## src/rtl/uart_tx_frame_ctrl_if.sv

```systemverilog
// Handshake and serial-line bundle for the UART transmit frame sequencer.
// The master side requests frames and supplies framing configuration;
// the slave side is the sequencer that drives the line and status flags.
interface uart_tx_frame_ctrl_if;
    logic       tx_start;
    logic [7:0] data_in;
    logic [1:0] parity_type;
    logic       stop_bits;
    logic       tx_out;
    logic       busy;
    logic       done;

    modport master (
        output tx_start, data_in, parity_type, stop_bits,
        input  tx_out, busy, done
    );

    modport slave (
        input  tx_start, data_in, parity_type, stop_bits,
        output tx_out, busy, done
    );
endinterface

```

## src/rtl/uart_tx_frame_ctrl.sv

```systemverilog
// UART transmit frame sequencer: latches a byte and its framing options,
// then drives start bit, 8 data bits LSB-first, optional parity and one or
// two stop bits onto the serial line, each bit lasting CLKS_PER_BIT clocks.
// CLKS_PER_BIT must be 2 or more.
module uart_tx_frame_ctrl #(
    parameter int CLKS_PER_BIT = 16
) (
    input  logic                 clk,
    input  logic                 rst,
    uart_tx_frame_ctrl_if.slave  bus
);

    localparam int CNT_W = (CLKS_PER_BIT > 2) ? $clog2(CLKS_PER_BIT) : 1;
    localparam logic [CNT_W-1:0] LAST_CNT = CNT_W'(CLKS_PER_BIT - 1);

    typedef enum logic [2:0] {
        IDLE,
        START,
        DATA,
        PARITY,
        STOP
    } txState_t;

    txState_t         state_q,     state_d;
    logic [7:0]       shiftReg_q,  shiftReg_d;
    logic             parityEn_q,  parityEn_d;
    logic             parityBit_q, parityBit_d;
    logic             stopTwo_q,   stopTwo_d;
    logic [CNT_W-1:0] clkCnt_q,    clkCnt_d;
    logic [2:0]       bitCnt_q,    bitCnt_d;
    logic             stopCnt_q,   stopCnt_d;
    logic             txOut_q,     txOut_d;
    logic             busy_q,      busy_d;
    logic             done_q,      done_d;

    logic             endOfBit;

    assign endOfBit    = (clkCnt_q == LAST_CNT);

    assign bus.tx_out  = txOut_q;
    assign bus.busy    = busy_q;
    assign bus.done    = done_q;

    // State register: every output is taken straight from a flop, and reset
    // forces an idle line, clears the counters and drops any frame in flight.
    always_ff @(posedge clk) begin
        if (rst) begin
            state_q     <= IDLE;
            shiftReg_q  <= '0;
            parityEn_q  <= 1'b0;
            parityBit_q <= 1'b0;
            stopTwo_q   <= 1'b0;
            clkCnt_q    <= '0;
            bitCnt_q    <= '0;
            stopCnt_q   <= 1'b0;
            txOut_q     <= 1'b1;
            busy_q      <= 1'b0;
            done_q      <= 1'b0;
        end else begin
            state_q     <= state_d;
            shiftReg_q  <= shiftReg_d;
            parityEn_q  <= parityEn_d;
            parityBit_q <= parityBit_d;
            stopTwo_q   <= stopTwo_d;
            clkCnt_q    <= clkCnt_d;
            bitCnt_q    <= bitCnt_d;
            stopCnt_q   <= stopCnt_d;
            txOut_q     <= txOut_d;
            busy_q      <= busy_d;
            done_q      <= done_d;
        end
    end

    // Next-state logic: accept in IDLE, otherwise advance the bit timer and
    // act only at the end of each bit. The parity bit is resolved from the
    // byte at accept time since the shift register is consumed by shifting.
    always_comb begin
        state_d     = state_q;
        shiftReg_d  = shiftReg_q;
        parityEn_d  = parityEn_q;
        parityBit_d = parityBit_q;
        stopTwo_d   = stopTwo_q;
        clkCnt_d    = clkCnt_q;
        bitCnt_d    = bitCnt_q;
        stopCnt_d   = stopCnt_q;
        txOut_d     = txOut_q;
        busy_d      = busy_q;
        done_d      = 1'b0;

        if (state_q != IDLE) begin
            clkCnt_d = endOfBit ? '0 : clkCnt_q + CNT_W'(1);
        end

        case (state_q)
            IDLE: begin
                clkCnt_d = '0;
                if (bus.tx_start) begin
                    shiftReg_d  = bus.data_in;
                    parityEn_d  = (bus.parity_type == 2'b01) ||
                                  (bus.parity_type == 2'b10);
                    parityBit_d = (bus.parity_type == 2'b01) ? ~^bus.data_in
                                                             :  ^bus.data_in;
                    stopTwo_d   = bus.stop_bits;
                    state_d     = START;
                    txOut_d     = 1'b0;
                    busy_d      = 1'b1;
                end
            end
            START: begin
                if (endOfBit) begin
                    state_d  = DATA;
                    txOut_d  = shiftReg_q[0];
                    bitCnt_d = '0;
                end
            end
            DATA: begin
                if (endOfBit) begin
                    if (bitCnt_q != 3'd7) begin
                        shiftReg_d = {1'b0, shiftReg_q[7:1]};
                        txOut_d    = shiftReg_q[1];
                        bitCnt_d   = bitCnt_q + 3'd1;
                    end else if (parityEn_q) begin
                        state_d = PARITY;
                        txOut_d = parityBit_q;
                    end else begin
                        state_d   = STOP;
                        txOut_d   = 1'b1;
                        stopCnt_d = 1'b0;
                    end
                end
            end
            PARITY: begin
                if (endOfBit) begin
                    state_d   = STOP;
                    txOut_d   = 1'b1;
                    stopCnt_d = 1'b0;
                end
            end
            STOP: begin
                if (endOfBit) begin
                    if (stopTwo_q && !stopCnt_q) begin
                        stopCnt_d = 1'b1;
                    end else begin
                        state_d = IDLE;
                        busy_d  = 1'b0;
                        done_d  = 1'b1;
                        txOut_d = 1'b1;
                    end
                end
            end
            default: begin
                state_d = IDLE;
                txOut_d = 1'b1;
                busy_d  = 1'b0;
            end
        endcase
    end

endmodule

```

## src/flat_wrapper.sv

```systemverilog
// flat-port wrapper written by rule: the top's interface ports become plain ports
module uart_tx_frame_ctrl_flat 
#(
    parameter int CLKS_PER_BIT = 16
)
  (clk, rst, bus_tx_start, bus_data_in, bus_parity_type, bus_stop_bits, bus_tx_out, bus_busy, bus_done);
  uart_tx_frame_ctrl_if bus_i ();
  input  logic clk;
  input  logic rst;
  input wire logic [$bits(bus_i.tx_start)-1:0] bus_tx_start;
  input wire logic [$bits(bus_i.data_in)-1:0] bus_data_in;
  input wire logic [$bits(bus_i.parity_type)-1:0] bus_parity_type;
  input wire logic [$bits(bus_i.stop_bits)-1:0] bus_stop_bits;
  output wire logic [$bits(bus_i.tx_out)-1:0] bus_tx_out;
  output wire logic [$bits(bus_i.busy)-1:0] bus_busy;
  output wire logic [$bits(bus_i.done)-1:0] bus_done;
  assign bus_i.tx_start = bus_tx_start;
  assign bus_i.data_in = bus_data_in;
  assign bus_i.parity_type = bus_parity_type;
  assign bus_i.stop_bits = bus_stop_bits;
  assign bus_tx_out = bus_i.tx_out;
  assign bus_busy = bus_i.busy;
  assign bus_done = bus_i.done;
  uart_tx_frame_ctrl #(.CLKS_PER_BIT(CLKS_PER_BIT)) u_core (.clk(clk), .rst(rst), .bus(bus_i));
endmodule
```

## config.mk

```make
export PLATFORM = sky130hd
export DESIGN_NAME = uart_tx_frame_ctrl_flat
export DESIGN_NICKNAME = d
export VERILOG_FILES = /design/src/rtl/uart_tx_frame_ctrl_if.sv /design/src/rtl/uart_tx_frame_ctrl.sv /design/src/flat_wrapper.sv
export SDC_FILE = /design/constraint.sdc
export NUM_CORES = 1
export LEC_CHECK = 0
export CAP_MARGIN = 10
export CORE_ASPECT_RATIO = 0.9
export CORE_UTILIZATION = 35
export DETAILED_ROUTE_END_ITERATION = 6
export HOLD_SLACK_MARGIN = 0.08
export SLEW_MARGIN = 20
export SYNTH_ARGS = -nofsm -noshare
export SYNTH_HDL_FRONTEND = slang
export SYNTH_SLANG_ARGS = --single-unit
```

## constraint.sdc

```tcl
create_clock -name clk -period 2.7 [get_ports clk]
set_input_delay 0.27 -clock clk [delete_from_list [all_inputs] [get_ports clk]]
set_output_delay 0.27 -clock clk [all_outputs]
set_load 0.03 [all_outputs]
```

**Placement view**

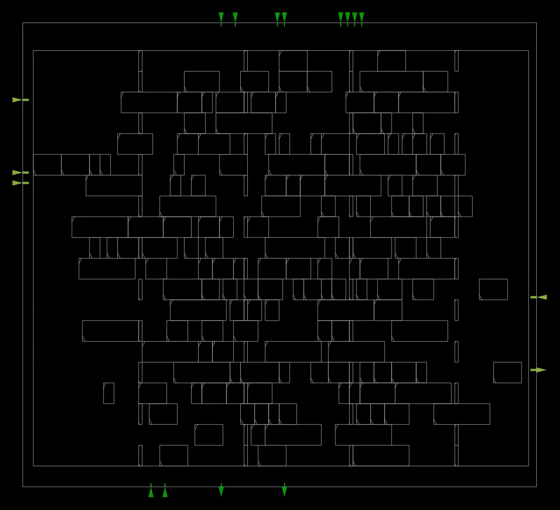
Seq/total area: 0.322
post-layout util: 0.440
Non-Filler Instances: 206

**Gate-type map**

Bar = 20 µm.
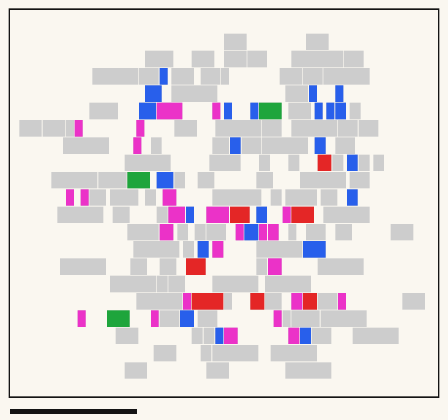
colour	family	cells
red	AND and OR gates	7
blue	NAND gates	23
magenta	NOR gates	25
green	multiplexers	3

==> results.sh <==
# source this file to load flow results
export IMPL_ys_cells=151
export IMPL_fin_nets=181
export IMPL_clockRootBuffer="clkbuf_8"
export IMPL_comb_power_share=0.178
export IMPL_fp_row_count=20
export IMPL_rr_startpoint="u_core.bitCnt_q[0]$_SDFFE_PP0P_"
export IMPL_fp_util=0.380
export IMPL_ff_count=25
export IMPL_areaGrowthSynthToFinish_pct=15.8
export IMPL_io_pins=17
export IMPL_dr_pass1_iters=5
export IMPL_most_common_cell="dfxtp_1"
export IMPL_path_class="flip-flop to flip-flop"
export IMPL_start_kind="flip-flop"
export IMPL_synth_area_um2=1340
export IMPL_wirelength_um=2780
export IMPL_finalPower_uw=766
export IMPL_multiInputCombCellCount=110
export IMPL_worstSetupEndpoint="u_core.shiftReg_q[2]$_SDFFE_PP0P_"
export IMPL_reg2reg_to="u_core.shiftReg_q[2]$_SDFFE_PP0P_"
export IMPL_startpoint="u_core.bitCnt_q[0]$_SDFFE_PP0P_"
export IMPL_min_to="u_core.clkCnt_q[0]$_SDFFE_PP0N_"
export IMPL_grt_pass1_wl_um=4700
export IMPL_synth_seq_share=0.373
export IMPL_path_clk_slew_ps=90
export IMPL_cts_repair_resized=0
export IMPL_clkLatencyLatePin_ps=270
export IMPL_cts_tree="yes"
export IMPL_crit_path_max_fanout=9
export IMPL_ys_async_sr_fraction=0
export IMPL_maxCapViolCount=0
export IMPL_dominant_cells="combinational gates"
export IMPL_numCtsBuffers=3
export IMPL_yosysTopAreaCell="dfxtp_1"
export IMPL_place_congestion=0.786
export IMPL_edf_count=0
export IMPL_setup_tns_ps=0
export IMPL_dr_total_vias=1117
export IMPL_fin_skew_ps=8.08
export IMPL_layout_top_cell="dfxtp_1"
export IMPL_post_dp_cell_area_um2=1510
export IMPL_most_common_layout_cells="25 x dfxtp_1, 16 x clkdlybuf4s50_1, 15 x a21oi_1"
export IMPL_synthDominantCellAreaShare=0.373
export IMPL_inverters_excl_clock=5
export IMPL_hold_depth=1
export IMPL_power_switching_uw=202
export IMPL_synth_area_per_cell_um2=8.89
export IMPL_dpl_cell_count=202
export IMPL_postRouteAntennaNets=0
export IMPL_hold_viol=0
export IMPL_place_ws_ps=801
export IMPL_reg2reg_slack_ps=760
export IMPL_slew_headroom=0.422
export IMPL_powerComb_uw=137
export IMPL_die_h_um=60.8
export IMPL_required_ps=2820
export IMPL_layout_nonclk_buf_frac=0.113
export IMPL_synth_cell_types=46
export IMPL_cp_end_kind="flip-flop"
export IMPL_grt_pass1_vias=1055
export IMPL_synth_warnings=0
export IMPL_port_buffer_count=16
export IMPL_swShare=0.264
export IMPL_critPathMostFrequentCell="ha_1"
export IMPL_logic_area_um2=758
export IMPL_hpwl_um=2100
export IMPL_fmax_mhz=515
export IMPL_regArea_um2=500
export IMPL_p_clk_uw=220
export IMPL_cts_max_level=1
export IMPL_nClkBuffers=3
export IMPL_holdCritPathClass="flip-flop to flip-flop"
export IMPL_worst_path_buf_inv=0
export IMPL_grt_usage=0.155
export IMPL_core_area_um2=3530
export IMPL_yosysChipArea_um2=1340
export IMPL_layout_drive_gt1_share=0.0864
export IMPL_grt_remaining_overflow=0
export IMPL_routed_via_density=5.42
export IMPL_non_clock_buffer_count=18
export IMPL_fillCellCount=361
export IMPL_crit_cells=5
export IMPL_log_warning_count=26
export IMPL_routedWlPerCell_um=13.5
export IMPL_setup_viol=0
export IMPL_common_cells="25 x dfxtp_1, 15 x a21oi_1, 14 x nor2_1, 9 x nand2_1, 8 x nand3_1"
export IMPL_maxPowerGroup="registers"
export IMPL_ir_worst_vdd_v=0.000204
export IMPL_drc=0
export IMPL_postSynthCellCount=151
export IMPL_sh_comb_area=0.488
export IMPL_antenna_found_initial=0
export IMPL_busiest_layer="met2"
export IMPL_use_met3=0.0470
export IMPL_grt_max_degree=24
export IMPL_finalClockPeriodUsage=0.719
export IMPL_crit_chain="ha_1 -> ha_1 -> o31ai_4 -> and2_0 -> a311oi_1"
export IMPL_chipArea_um2=4090
export IMPL_rsz0062_at_grt="no"
export IMPL_p_seq_uw=409
export IMPL_status="finished clean"
export IMPL_p_leak_uw=0.000581
export IMPL_arrival_ps=2060
export IMPL_worst_pin_slew_ps=865
export IMPL_period_needed_ps=1940
export IMPL_fp_nets=169
export IMPL_drtIter0Drc=80
export IMPL_dieWidth_um=67.3
export IMPL_critPathMaxStageDelay_ps=420
export IMPL_pwr_share_clk=0.288
export IMPL_area_leaders="dfxtp_1 37%, a21oi_1 5.6%, nor2_1 3.9%, a311oi_1 3.9%, ha_1 3.7%"
export IMPL_cts_sinks=25
export IMPL_design_area_um2=1550
export IMPL_clock_area_frac=0.0298
export IMPL_p_per_area_nw_per_um2=493
export IMPL_num_antenna_cells=0
export IMPL_critical_path_slowest_cell="o31ai_4"
export IMPL_hp_start="u_core.clkCnt_q[0]$_SDFFE_PP0N_"
**Clock wires, drivers and flops**

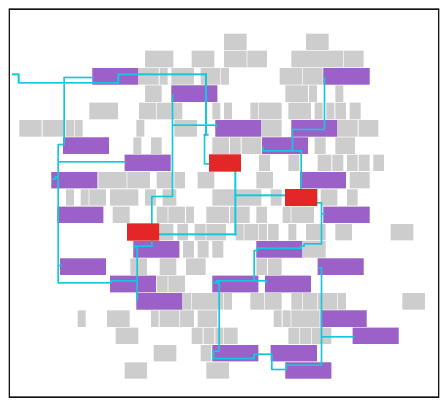
[purple] flip-flops | count: 25
[red] clock drivers | count: 3
[cyan] clock wires | length: 318 µm
routed clock nets	4
flops lie	spread over the die

**Wire density map**

13 x 12 tiles, from black (low) to pale yellow (high), scaled to the fullest tile. Values are wire area over tile area, all layers added.
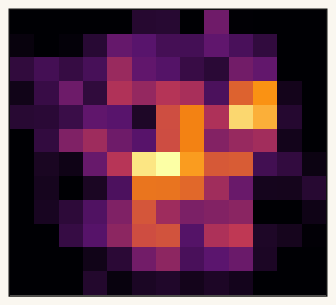
mean over tiles	0.11
fullest tile	0.50
emptiest ninth of the die	lower left
densest ninth of the die	centre
nearly empty tiles	26%
tiles over half the peak	13%

-- kinds of logic (layout without fill, tap and decap cells) --
kind of cell,count (synthesis),after routing,synth area share
simple gates,55,55,0.227
xor+xnor,8,8,0.0624
flops,25,25,0.373
mux,3,3,0.0224
buf+inv,16,27,0.0624
compound gates,40,40,0.215
fa+ha+maj,4,4,0.0373
-- metal layers --
metal  up-vias  part of all wire
met2        27              0.46
met3         7             0.054
met4         0             0.015
li1        565                 -
met1       518              0.47
met5         -                 0
-- state kept, by name, summed over array words and instances, names as in the netlist --
register,flops
u_core.state_q,3
u_core.parityBit_q,1
u_core.shiftReg_q,8
u_core.stopTwo_q,1
u_core.clkCnt_q,4
u_core.parityEn_q,1
u_core.stopCnt_q,1
u_core.bus.tx_out,1
u_core.bus.done,1
u_core.bus.busy,1
u_core.bitCnt_q,3
